==> config.mk <==
export PLATFORM = sky130hd
export DESIGN_NAME = pc_sequencer
export DESIGN_NICKNAME = d
export VERILOG_FILES = /design/src/rtl/pc_sequencer.sv
export SDC_FILE = /design/constraint.sdc
export NUM_CORES = 1
export LEC_CHECK = 0
export ABC_AREA = 1
export CORE_UTILIZATION = 30
export CTS_CLUSTER_DIAMETER = 200
export CTS_CLUSTER_SIZE = 8
export DETAILED_ROUTE_END_ITERATION = 7
export GPL_TIMING_DRIVEN = 0
export PLACE_DENSITY = 0.51
export SETUP_SLACK_MARGIN = 0.15
export SLEW_MARGIN = 20
export SYNTH_ARGS = -nofsm -noshare
export SYNTH_HDL_FRONTEND = slang
export SYNTH_SLANG_ARGS = --single-unit
==> constraint.sdc <==
create_clock -name clk -period 2.06 [get_ports clk]
set_clock_uncertainty 0.15 [all_clocks]
set_input_delay 0.618 -clock clk [delete_from_list [all_inputs] [get_ports clk]]
set_output_delay 0.618 -clock clk [all_outputs]
set_load 0.03 [all_outputs]
==> images/registers.png <==
Scale bar: 20 um. Other sequential cells in the stronger grey, the rest of the logic in the fainter grey.
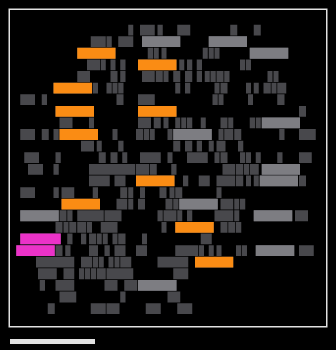
`pending_addr_reg` -> orange  # placed flops 10
`state_reg` -> magenta  # placed flops 2
not coloured = 12
power of the sequential group: 811 uW
Util after Layout: 41.03%
storage element area: 601.8 um2
Seq/total area: 30.25%

==> images/cell_classes.png <==
Scale bar: 20 um.
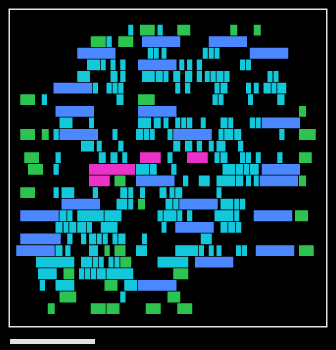
flip-flops -> blue  # cells 24
clock drivers and dummy loads -> magenta  # cells 4
other buffers and delay cells -> green  # cells 34
all other logic -> cyan  # cells 182
area of all placed cells without fillers: 1989 um2
site row count: 25

==> results.txt <==
Physical design

Counting the buffers created by CTS gives 3. Setup repair after global routing could not meet its margin everywhere. The transition time at the pin with the least slew margin stands at 562.9 ps. The worst setup path is of the register to primary output kind. The maximum clock frequency stands at 535.4 MHz. The instance count on the critical path stands at 1. By instance count after routing, the leading logic cell types are sky130_fd_sc_hd__nand2_1 (73), sky130_fd_sc_hd__inv_1 (28), sky130_fd_sc_hd__dfrtp_1 (23). The largest net degree at the start of global routing stands at 25. The worst-case hold slack stands at 181.9 ps. The net count after synthesis is 230.

The run reported a max-capacitance violation count of 0. The insertion delay of the later-clocked pin in the worst-skew pair stands at 270 ps. In the final layout, the share of cells above drive strength 1 is 19.26%. On the worst setup and hold paths after CTS, the clock-pin slew comes to 90 ps. For this sky-water flow run, the detailed-routed wirelength per cell is reported as 12.06 um. The count of non-CTS inverters in the layout stands at 34.

Per the post-place timing report, worst setup slack is -299.0 ps. For this run, combinational gates with multiple inputs come to 148. The run finished with clean final reports. The number of distinct library cell variants in the gate-level netlist after synthesis stands at 29. The instance count of the mapped netlist stands at 210. STA reports the tightest min-delay check as being of type primary input to asynchronous set/reset pin. In this run the clock root is driven by a sky130_fd_sc_hd__clkbuf_8.

After global routing the overflow that remains totals 0. The combinational share of cell area stands at 41.19%. Per the layout area report, the combinational gate area comes to 819.5 um2. Endpoints failing hold in the final report were tallied at 0. For this run, the number of Yosys warnings is 0. The worst setup path is captured at a primary output.

The path depth of the worst reg2reg path stands at 7. Yosys reported a register bit count of 24. During I/O placement, the number of pins put on the boundary was 29. The detailed-route via count stands at 1,365. The post-synth tally of flip-flops with integrated enable stands at 0. The top cell type by area accounts for 38.55% of the synthesized area. The power per unit of standard cell area stands at 1344 nW/um2. The number of remaining DRC errors stands at 0. The cell type that accounts for the most area after synthesis is sky130_fd_sc_hd__dfrtp_1.

The cell count in the Yosys report stands at 210. The delay contributed by the slowest stage of the critical path stands at 490 ps. The number of nets with antenna violations after routing stands at 0.

The clock passes through at most 2 buffers. Combinational logic burns 54.0% of the power. STA classifies the critical path startpoint as a register. The number of buffers and inverters on the critical path stands at 1. The worst slew slack as a fraction of its limit stands at 62.47%. The number of filler cells placed in the layout stands at 520. The routability congestion estimate from global placement stands at 0.7797. The area of the mapped netlist stands at 1558 um2. Yosys reports a chip area of 1558 um2. Dividing the synthesized area by the synthesized cell count gives 7.418 um2. The worst path uses 90.67% of the clock period. There are 24 flip-flops and latches. Listed in order, past its start point the critical path passes clkdlybuf4s15_2. In this run the number of H-tree levels came out at 1. The number of antenna diodes in the final layout is 0. The post-synthesis async set-or-reset flop share stands at 100.0%. According to the dpl log, the detail-placed design has an HPWL of 2742 um. The growth of design area from synthesis to finish stands at 27.71%. The initial core utilization stands at 32.13%. The first routing iteration left 78 violations. The post-CTS hold buffer count recorded in the log is 0. Per the OpenROAD power report, leakage power amounts to 0.001002 uW. The highest ir drop seen on vdd stands at 0.7753 mV. Of the total power, the clock network draws 15.7%. The top cell type in the final layout, fill and taps aside, is sky130_fd_sc_hd__nand2_1. The final timing report lists a max-slew violation count of 0. Ranked by instance count, the synthesized netlist is headed by sky130_fd_sc_hd__nand2_1 (73), sky130_fd_sc_hd__inv_1 (29), sky130_fd_sc_hd__dfrtp_1 (24), sky130_fd_sc_hd__nand3_1 (13), sky130_fd_sc_hd__o21ai_2 (11). The via density per instance stands at 4.389.

For this run, the leading register cell type out of synthesis is sky130_fd_sc_hd__dfrtp_1. The data required time at the worst endpoint stands at 1290 ps. The internal power of the cells stands at 1452 uW. The critical path maximum fanout is 8. The total routing resource utilization after global routing stands at 15.86%. The tally of clock buffers in the finished layout stands at 3. The die width stands at 74.06 um. TritonCTS built the clock tree.

The first global-routing pass estimated 6486 um of wire. Among all cell classes, the greatest summed area belongs to logic gates. In this run the tool buffered the top-level ports with 27 buffer cells. Net switching is 45.71% of the power. The number of antenna violations at the first check in global routing is 0.

The number of global-route vias before repair stands at 1,306. The setup slack of the most critical reg-to-reg path stands at 200 ps. The critical path in the final layout is reported with a setup slack of 192.2 ps.

The final-layout non-clock buffer area share stands at 14.34%. The final period demand of the worst path stands at 1868 ps. The clock tree has to reach 24 sinks. In the post-route report, total wirelength is listed as 3751 um. The number of warning messages in the logs stands at 29.

The iteration count recorded for the first detailed-route pass is 4. The slowest stage of the critical path belongs to the cell sky130_fd_sc_hd__dfrtp_1. After the last flow step, the layout net total stands at 265.
-- repair_timing --
item | in CTS | in global routing
gates resized | 31 | 13
setup buffers | 0 | 3
gates cloned | 0 | 0
endpoints found under the setup margin | 31 | 14
-- per-layer routing --
layer | share of wire, % | track usage, % | routed length [um]
met1 | 52 | 24.07 | 1939
met2 | 45 | 23.13 | 1682
met3 | 2.9 | 3.252 | 107
met4 | 0.59 | 3.205 | 22
met5 | 0 | 0 | 0
-- logic make-up (layout without fill, tap and decap cells) --
| kind of cell | after synthesis | count (layout) | synth area share, % |
|---|---|---|---|
| and+or+nand+nor | 106 | 106 | 31.41 |
| buffers and inverters | 38 | 72 | 9.799 |
| AOI/OAI and AO/OA | 36 | 36 | 15.50 |
| DFF | 24 | 24 | 38.55 |
| adders and majority gates | 4 | 4 | 3.213 |
| xor gates and xnor gates | 1 | 1 | 0.5624 |
| muxes | 1 | 1 | 0.9636 |
-- through the flow --
stage | total power, uW | instance area, um2 | cells | TNS (ps)
floorplan | 1807 | 1558 | 210 | 0
global placement | 2240 | 1912 | 304 | -7318
detailed placement | 2240 | 1907 | 304 | -2868
CTS | 2649 | 1974 | 308 | 0
global route | 2892 | 1989 | 311 | 0
finish | 2675 | 1989 | 311 | 0
-- power by group through the flow --
| stage | clock (uW) | sequential [uW] | combinational [uW] |
|---|---|---|---|
| CTS | 436 | 809 | 1400 |
| detailed placement | 0 | 813 | 1430 |
| global route | 450 | 841 | 1600 |
| floorplan | 0 | 906 | 901 |
| finish | 419 | 811 | 1440 |
| global placement | 0 | 810 | 1430 |
Power and IR drop assume default switching activity.
